===== src/rtl/mem_port_arbiter_pkg.sv =====
// Shared types and defaults for the data-memory port arbiter.
package mem_port_arbiter_pkg;

  typedef enum logic [1:0] {
    IDLE = 2'd0,
    REQ  = 2'd1,
    WAIT = 2'd2
  } state_e;

  typedef enum logic [1:0] {
    OWNER_NONE = 2'd0,
    OWNER_IFU  = 2'd1,
    OWNER_LSU  = 2'd2
  } owner_e;

  localparam int STARVE_LIMIT_DEF = 4;
  localparam int STARVE_CNT_W     = 4;

endpackage


===== src/rtl/mem_port_arbiter_if.sv =====
// Generic request/response memory bus; master issues requests, slave grants and responds.
interface mem_port_arbiter_if #(
  parameter int ADDR_W = 32,
  parameter int DATA_W = 32
);

  logic              req;
  logic              we;
  logic [ADDR_W-1:0] addr;
  logic [DATA_W-1:0] wdata;
  logic [3:0]        wstrb;
  logic              gnt;
  logic              rvalid;
  logic [DATA_W-1:0] rdata;

  modport master (
    output req, we, addr, wdata, wstrb,
    input  gnt, rvalid, rdata
  );

  modport slave (
    input  req, we, addr, wdata, wstrb,
    output gnt, rvalid, rdata
  );

endinterface


===== src/rtl/mem_port_arbiter_prio.sv =====
// Combinational winner select: LSU beats IFU unless the IFU starvation guard has tripped.
module mem_port_prio
  import mem_port_arbiter_pkg::*;
(
  input  logic   i_ifu_req,
  input  logic   i_lsu_req,
  input  logic   i_starve_hit,
  output owner_e o_winner
);

  always_comb begin
    o_winner = OWNER_NONE;
    if (i_lsu_req && !(i_ifu_req && i_starve_hit)) begin
      o_winner = OWNER_LSU;
    end else if (i_ifu_req) begin
      o_winner = OWNER_IFU;
    end
  end

endmodule


===== src/rtl/mem_port_arbiter.sv =====
// Shares one data-memory port between IFU (read-only) and LSU; one transaction in flight.
module mem_port_arbiter
  import mem_port_arbiter_pkg::*;
#(
  parameter int ADDR_W       = 32,
  parameter int DATA_W       = 32,
  parameter int STARVE_LIMIT = STARVE_LIMIT_DEF
) (
  input  logic                 clk_i,
  input  logic                 rst_i,
  mem_port_arbiter_if.slave    ifu,
  mem_port_arbiter_if.slave    lsu,
  mem_port_arbiter_if.master   mem,
  output logic                 busy_o
);

  localparam logic [STARVE_CNT_W-1:0] LP_STARVE_LIMIT = 4'(STARVE_LIMIT);

  state_e                  r_state;
  state_e                  w_next_state;
  owner_e                  r_owner;
  owner_e                  w_winner_raw;
  owner_e                  w_winner;
  logic [STARVE_CNT_W-1:0] r_starve_cnt;
  logic                    w_starve_hit;
  logic                    w_arb_en;

  logic                    r_we;
  logic [ADDR_W-1:0]       r_addr;
  logic [DATA_W-1:0]       r_wdata;
  logic [3:0]              r_wstrb;

  logic                    w_ifu_gnt;
  logic                    w_lsu_gnt;
  logic                    w_ifu_rvalid;
  logic                    w_lsu_rvalid;
  logic [DATA_W-1:0]       w_ifu_rdata;
  logic [DATA_W-1:0]       w_lsu_rdata;
  logic                    w_mem_req;
  logic                    w_busy;

  // The IFU never writes, so its write-side bus fields are intentionally ignored.
  logic w_unused_ifu;
  assign w_unused_ifu = ^{ifu.we, ifu.wdata, ifu.wstrb};

  assign w_starve_hit = (r_starve_cnt == LP_STARVE_LIMIT);
  assign w_arb_en     = (r_state == IDLE) && rst_i;

  mem_port_prio u_prio (
    .i_ifu_req    (ifu.req),
    .i_lsu_req    (lsu.req),
    .i_starve_hit (w_starve_hit),
    .o_winner     (w_winner_raw)
  );

  assign w_winner = w_arb_en ? w_winner_raw : OWNER_NONE;

  always_ff @(posedge clk_i or negedge rst_i) begin
    if (!rst_i) begin
      r_state <= IDLE;
    end else begin
      r_state <= w_next_state;
    end
  end

  always_comb begin
    w_next_state = r_state;
    case (r_state)
      IDLE:    if (w_winner != OWNER_NONE) w_next_state = REQ;
      REQ:     if (mem.gnt)                w_next_state = WAIT;
      WAIT:    if (mem.rvalid)             w_next_state = IDLE;
      default:                             w_next_state = IDLE;
    endcase
  end

  // Request fields are captured on the grant edge so the memory side sees them stable.
  always_ff @(posedge clk_i or negedge rst_i) begin
    if (!rst_i) begin
      r_we         <= 1'b0;
      r_addr       <= '0;
      r_wdata      <= '0;
      r_wstrb      <= 4'b0000;
      r_owner      <= OWNER_NONE;
      r_starve_cnt <= '0;
    end else if (w_winner == OWNER_LSU) begin
      r_we    <= lsu.we;
      r_addr  <= lsu.addr;
      r_wdata <= lsu.wdata;
      r_wstrb <= lsu.wstrb;
      r_owner <= OWNER_LSU;
      if (!ifu.req) begin
        r_starve_cnt <= '0;
      end else if (!w_starve_hit) begin
        r_starve_cnt <= r_starve_cnt + 4'd1;
      end
    end else if (w_winner == OWNER_IFU) begin
      r_we         <= 1'b0;
      r_addr       <= ifu.addr;
      r_wdata      <= '0;
      r_wstrb      <= 4'b1111;
      r_owner      <= OWNER_IFU;
      r_starve_cnt <= '0;
    end
  end

  always_comb begin
    w_ifu_gnt    = (w_winner == OWNER_IFU);
    w_lsu_gnt    = (w_winner == OWNER_LSU);
    w_mem_req    = (r_state == REQ);
    w_busy       = (r_state != IDLE);
    w_ifu_rvalid = 1'b0;
    w_lsu_rvalid = 1'b0;
    w_ifu_rdata  = '0;
    w_lsu_rdata  = '0;
    if ((r_state == WAIT) && mem.rvalid) begin
      if (r_owner == OWNER_IFU) begin
        w_ifu_rvalid = 1'b1;
        w_ifu_rdata  = mem.rdata;
      end else if (r_owner == OWNER_LSU) begin
        w_lsu_rvalid = 1'b1;
        w_lsu_rdata  = mem.rdata;
      end
    end
  end

  assign ifu.gnt    = w_ifu_gnt;
  assign ifu.rvalid = w_ifu_rvalid;
  assign ifu.rdata  = w_ifu_rdata;
  assign lsu.gnt    = w_lsu_gnt;
  assign lsu.rvalid = w_lsu_rvalid;
  assign lsu.rdata  = w_lsu_rdata;

  assign mem.req    = w_mem_req;
  assign mem.we     = r_we;
  assign mem.addr   = r_addr;
  assign mem.wdata  = r_wdata;
  assign mem.wstrb  = r_wstrb;

  assign busy_o     = w_busy;

endmodule


===== src/flat_wrapper.sv =====
// flat-port wrapper written by rule: the top's interface ports become plain ports
module mem_port_arbiter_flat import mem_port_arbiter_pkg::*;
#(
  parameter int ADDR_W       = 32,
  parameter int DATA_W       = 32,
  parameter int STARVE_LIMIT = STARVE_LIMIT_DEF
)
  (clk_i, rst_i, busy_o, ifu_req, ifu_we, ifu_addr, ifu_wdata, ifu_wstrb, ifu_gnt, ifu_rvalid, ifu_rdata, lsu_req, lsu_we, lsu_addr, lsu_wdata, lsu_wstrb, lsu_gnt, lsu_rvalid, lsu_rdata, mem_req, mem_we, mem_addr, mem_wdata, mem_wstrb, mem_gnt, mem_rvalid, mem_rdata);
  mem_port_arbiter_if #(.ADDR_W(ADDR_W), .DATA_W(DATA_W)) ifu_i ();
  mem_port_arbiter_if #(.ADDR_W(ADDR_W), .DATA_W(DATA_W)) lsu_i ();
  mem_port_arbiter_if #(.ADDR_W(ADDR_W), .DATA_W(DATA_W)) mem_i ();
  input  logic clk_i;
  input  logic rst_i;
  output logic busy_o;
  input wire logic [$bits(ifu_i.req)-1:0] ifu_req;
  input wire logic [$bits(ifu_i.we)-1:0] ifu_we;
  input wire logic [$bits(ifu_i.addr)-1:0] ifu_addr;
  input wire logic [$bits(ifu_i.wdata)-1:0] ifu_wdata;
  input wire logic [$bits(ifu_i.wstrb)-1:0] ifu_wstrb;
  output wire logic [$bits(ifu_i.gnt)-1:0] ifu_gnt;
  output wire logic [$bits(ifu_i.rvalid)-1:0] ifu_rvalid;
  output wire logic [$bits(ifu_i.rdata)-1:0] ifu_rdata;
  input wire logic [$bits(lsu_i.req)-1:0] lsu_req;
  input wire logic [$bits(lsu_i.we)-1:0] lsu_we;
  input wire logic [$bits(lsu_i.addr)-1:0] lsu_addr;
  input wire logic [$bits(lsu_i.wdata)-1:0] lsu_wdata;
  input wire logic [$bits(lsu_i.wstrb)-1:0] lsu_wstrb;
  output wire logic [$bits(lsu_i.gnt)-1:0] lsu_gnt;
  output wire logic [$bits(lsu_i.rvalid)-1:0] lsu_rvalid;
  output wire logic [$bits(lsu_i.rdata)-1:0] lsu_rdata;
  output wire logic [$bits(mem_i.req)-1:0] mem_req;
  output wire logic [$bits(mem_i.we)-1:0] mem_we;
  output wire logic [$bits(mem_i.addr)-1:0] mem_addr;
  output wire logic [$bits(mem_i.wdata)-1:0] mem_wdata;
  output wire logic [$bits(mem_i.wstrb)-1:0] mem_wstrb;
  input wire logic [$bits(mem_i.gnt)-1:0] mem_gnt;
  input wire logic [$bits(mem_i.rvalid)-1:0] mem_rvalid;
  input wire logic [$bits(mem_i.rdata)-1:0] mem_rdata;
  assign ifu_i.req = ifu_req;
  assign ifu_i.we = ifu_we;
  assign ifu_i.addr = ifu_addr;
  assign ifu_i.wdata = ifu_wdata;
  assign ifu_i.wstrb = ifu_wstrb;
  assign ifu_gnt = ifu_i.gnt;
  assign ifu_rvalid = ifu_i.rvalid;
  assign ifu_rdata = ifu_i.rdata;
  assign lsu_i.req = lsu_req;
  assign lsu_i.we = lsu_we;
  assign lsu_i.addr = lsu_addr;
  assign lsu_i.wdata = lsu_wdata;
  assign lsu_i.wstrb = lsu_wstrb;
  assign lsu_gnt = lsu_i.gnt;
  assign lsu_rvalid = lsu_i.rvalid;
  assign lsu_rdata = lsu_i.rdata;
  assign mem_req = mem_i.req;
  assign mem_we = mem_i.we;
  assign mem_addr = mem_i.addr;
  assign mem_wdata = mem_i.wdata;
  assign mem_wstrb = mem_i.wstrb;
  assign mem_i.gnt = mem_gnt;
  assign mem_i.rvalid = mem_rvalid;
  assign mem_i.rdata = mem_rdata;
  mem_port_arbiter #(.ADDR_W(ADDR_W), .DATA_W(DATA_W), .STARVE_LIMIT(STARVE_LIMIT)) u_core (.clk_i(clk_i), .rst_i(rst_i), .ifu(ifu_i), .lsu(lsu_i), .mem(mem_i), .busy_o(busy_o));
endmodule

===== config.mk =====
export PLATFORM = sky130hd
export DESIGN_NAME = mem_port_arbiter_flat
export DESIGN_NICKNAME = d
export VERILOG_FILES = /design/src/rtl/mem_port_arbiter_pkg.sv /design/src/rtl/mem_port_arbiter_if.sv /design/src/rtl/mem_port_arbiter_prio.sv /design/src/rtl/mem_port_arbiter.sv /design/src/flat_wrapper.sv
export SDC_FILE = /design/constraint.sdc
export NUM_CORES = 1
export LEC_CHECK = 0
export ABC_AREA = 1
export CAP_MARGIN = 40
export CORE_AREA = 2 2 123 125
export CTS_CLUSTER_SIZE = 14
export DETAILED_ROUTE_END_ITERATION = 7
export DIE_AREA = 0 0 125 127
export MAX_ROUTING_LAYER = met4
export PLACE_DENSITY_LB_ADDON = 0.1
export SLEW_MARGIN = 20
export SYNTH_ARGS = -nofsm -noshare
export SYNTH_HDL_FRONTEND = slang
export SYNTH_SLANG_ARGS = --single-unit

===== constraint.sdc =====
create_clock -name clk_i -period 2.01 [get_ports clk_i]
set_input_delay 0.201 -clock clk_i [delete_from_list [all_inputs] [get_ports clk_i]]
set_output_delay 0.201 -clock clk_i [all_outputs]
set_load 0.005 [all_outputs]

Run 1, routed metal, one color a layer:
Drawn at 3 px/um. Only two layers are drawn.
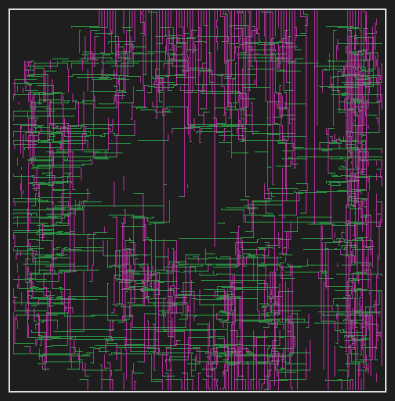
Key: magenta = met2 [wire length 7,800 um]; green = met1 [wire length 5,600 um]
All-Layer GR Usage: 18.4%
drt total wl: 14,700 um
post-DR wirelength/cell: 15.9 um
routed via count: 4,124

Run 1, signal wires on met2:
Drawn at 3 px/um.
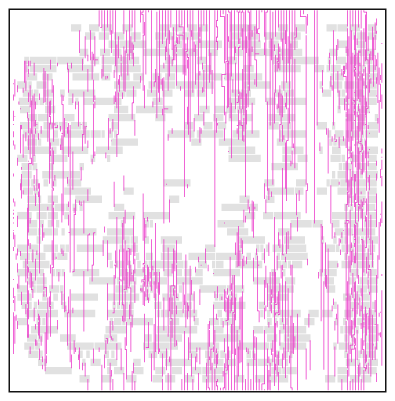
The wires run mostly vertical. The layer carries 7,800 um of wire. The layer holds 53% of the routed length. 736 nets have wire on it.
met2 usage: 33.7%

==> flow_summary_export.csv, run 1 <==
group,metric,value,unit
clock_tree,post_cts_buffers,0,
timing,min_period,1.95,ns
placed_design,placedCellCount,896,
yosys,top_area_cell,"dfrtp_1",
setup_path,crit_required,1.81,ns
yosys,xor_area_share,0,%
yosys,avgSynthCellArea,8.44,um^2
yosys,ys_top_cells_by_area,"dfrtp_1 52%, nor2_1 11%, a22o_1 7.8%",
timing,hold_violations,0,
placed_design,hpwl,10900,um
run,warnings,69,
timing,tightestPinTransition,0.542,ns
routing,wl_met3,1080,um
yosys,ys_cells,438,
global_route,grt_max_degree,41,
hold_path,whs_path_depth,2,
setup_path,start_kind,"flop",
power,clockPowerShare,25.2,%
floorplanning,fp-row-count,44,
layout,register_area,1930,um^2
floorplanning,nWellTaps,184,
power,power-top-group,"combinational logic",
setup_path,cp-startpoint,"u_core.r_starve_cnt[0]$_DFFE_PN0P_",
floorplanning,fp_util,25.6,%
hold_path,hold_end,"u_core.mem.wdata[22]$_DFFE_PN0P_",
yosys,top_area_share,52.1,%
global_route,busiest_layer,"met2",
clock_tree,cts_buffer_depth,2,
power,cellLeakagePower,3.74,nW
yosys,ys_seq_share,52.1,%
setup_path,critPathSlowestCell,"dfrtp_1",
layout,sh_seq_area,26.4,%
layout,buffer_area_share,42.9,%
yosys,yosysMostFrequentCell,"nor2_1",
clock_tree,cts_root_buffer,"clkbuf_16",
yosys,mux_share,0,%
setup_path,critPathCaptureType,"output pin",
power,pwr_density_cell,1030,nW/um^2
setup_path,cp-endpoint,"lsu_gnt",
power,pwr-share-comb,42.4,%
routing,dr.pass1.iters,4,
timing,hold_ws,0.460,ns
global_route,met3_usage,5.11,%
status,status,"finished clean",
yosys,yosys_area,3700,um^2
yosys,flop_cell,"dfrtp_1",
hold_path,hold_path_class,"in2reg",
timing,max_freq,513,MHz
power,seq_power_share,32.4,%
Run 1, pin placement:
Drawn at 4 px/um. Pins as bars across the die edge, other pins in gray.
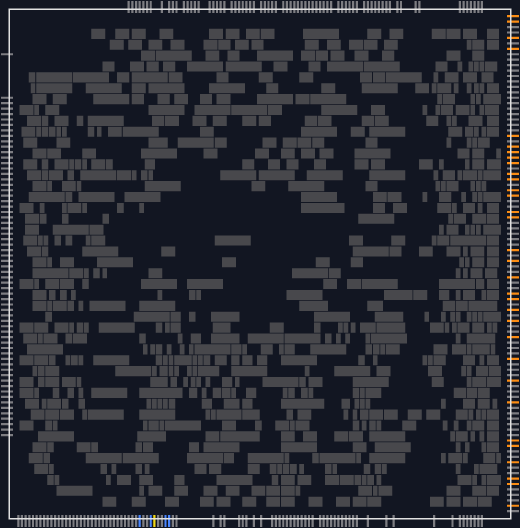
Key: yellow = `ifu_we` [pins 1, direction input, edge bottom]; orange = `ifu_rdata` [pins 32, direction output, edge right]; blue = `ifu_wstrb` [pins 4, direction input, edge bottom]
PortBufs: 277
Die Wd: 125 um
height of the die: 127 um

Run 1, cell placement:
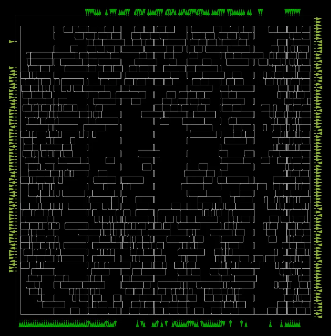
Final Util: 50.7%
Fill cells: 1,381
Core ar.: 14,400 um^2
Post-Layout Cell Count: 921

==> run 2: changes to the inputs <==
CELL_PAD_IN_SITES_DETAIL_PLACEMENT = 0   (was not set)
CELL_PAD_IN_SITES_GLOBAL_PLACEMENT = 1   (was not set)
CORE_AREA = not set   (was 2 2 123 125)
CORE_UTILIZATION = 19   (was not set)
CTS_CLUSTER_DIAMETER = 120   (was not set)
DIE_AREA = not set   (was 0 0 125 127)
==> run 2 against run 1 <==
Effect of this change: the run now ends with setup timing left; highest routed layer unchanged; critical path depth is 4 higher; critical endpoint is now u_core.mem.wdata[28]$_DFFE_PN0P_; die area is 26% higher; via count is 0.61% higher; flip-flop count stayed put; critical path type is now reg2reg; worst setup slack worse by 0.070 ns; worst hold slack worse by 0.010 ns.
==> flow_summary_export.csv, run 2 <==
group,metric,value,unit
clock_tree,cts_buffer_depth,2,
yosys,flop_cell,"dfrtp_1",
global_route,busiest_layer,"met2",
timing,setup_viol,2,
yosys,ys_cells,438,
layout,instances_no_fill,1018,
status,status,"finished with violations",
setup_path,cp-startpoint,"u_core.r_starve_cnt[1]$_DFFE_PN0P_",
yosys,xor_area_share,0,%
timing,tightestPinTransition,0.540,ns
global_route,grtUsageMet2,25.0,%
global_route,grt_usage,14.4,%
yosys,ys_top_cells_by_area,"dfrtp_1 52%, nor2_1 11%, a22o_1 7.8%",
routing,wirelength,15500,um
clock_tree,cts_root_buffer,"clkbuf_16",
hold_path,hold_path_class,"in2reg",
status,violations,"setup timing",
routing,dr.pass1.iters,4,
floorplanning,nWellTaps,260,
power,seq_power_share,31.7,%
layout,buffer_area_share,43.7,%
timing,worst_slack,-0.00946,ns
floorplanning,core_area,18900,um^2
Run 2, pin placement:
Drawn at 3 px/um. Pins as bars across the die edge, other pins in gray.
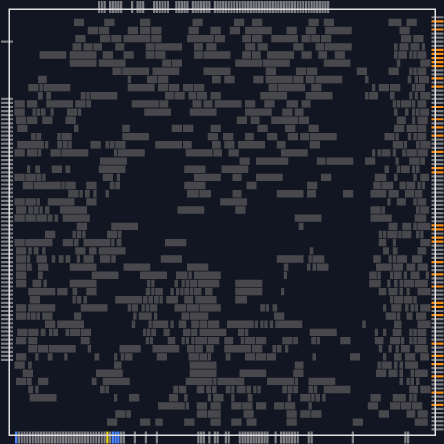
Key: blue = `ifu_wstrb` [pins 4, direction input, edge bottom]; orange = `ifu_rdata` [pins 32, direction output, edge right]; yellow = `ifu_we` [pins 1, direction input, edge bottom]
All pins by edge: 102 right, 75 bottom, 72 top, 66 left.
Die Wd: 141 um
height of the die: 141 um

==> run 3: changes to the inputs <==
CORE_ASPECT_RATIO = 0.9   (was not set)
==> run 3 against run 2 <==
Effect of this change: the run still ends with setup timing left; worst hold slack improved by 0.0057 ns; clock power increased by 16%; combinational power decreased by 6.4%; area after synthesis unchanged; die area about the same; routed wire length decreased by 4.7%; worst setup slack improved by 0.0043 ns.
==> flow_summary_export.csv, run 3 <==
group,metric,value,unit
yosys,ys_seq_share,52.1,%
setup_path,critPathSlowestCell,"dfrtp_1",
yosys,xor_area_share,0,%
clock_tree,post_cts_buffers,6,
layout,utilization,39.3,%
timing,min_period,2.02,ns
layout,instances_no_fill,992,
yosys,flop_cell,"dfrtp_1",
power,power-top-group,"combinational logic",
power,pwr_density_cell,1030,nW/um^2
routing,dr_total_vias,4081,
status,violations,"setup timing",
layout,n_fill_cell,1942,
routing,wl_per_cell,14.9,um
setup_path,cp-endpoint,"u_core.r_starve_cnt[2]$_DFFE_PN0P_",
power,clockPowerShare,25.1,%
floorplanning,die_y,134,um
global_route,grtUsageMet2,24.3,%
routing,wl_met3,1270,um
yosys,top_area_cell,"dfrtp_1",
yosys,yosys_area,3700,um^2
run,warnings,69,
setup_path,critPathCaptureType,"flop",
timing,hold_ws,0.456,ns
power,cellLeakagePower,3.69,nW
placed_design,placedCellCount,963,
yosys,avgSynthCellArea,8.44,um^2
routing,dr.pass1.iters,6,
power,pwr-share-comb,43.4,%
timing,hold_violations,0,
global_route,grt_max_degree,44,
setup_path,crit_required,2.29,ns
timing,max_freq,496,MHz
yosys,yosysMostFrequentCell,"nor2_1",
setup_path,cp-startpoint,"u_core.r_starve_cnt[0]$_DFFE_PN0P_",
layout,register_area,1930,um^2
timing,setup_viol,3,
layout,buffer_area_share,42.3,%
clock_tree,cts_buffer_depth,2,
floorplanning,fp_util,19.4,%
status,status,"finished with violations",
timing,worst_slack,-0.00514,ns
global_route,busiest_layer,"met2",
yosys,mux_share,0,%
Run 3, routed metal, one color a layer:
Drawn at 2 px/um. Only two layers are drawn.
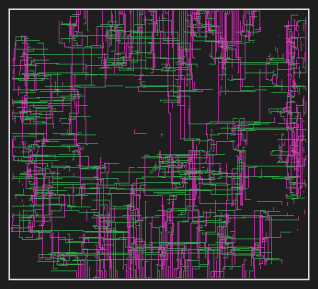
drt total wl: 14,700 um
All-Layer GR Usage: 14.9%

Power and IR drop assume default switching activity.
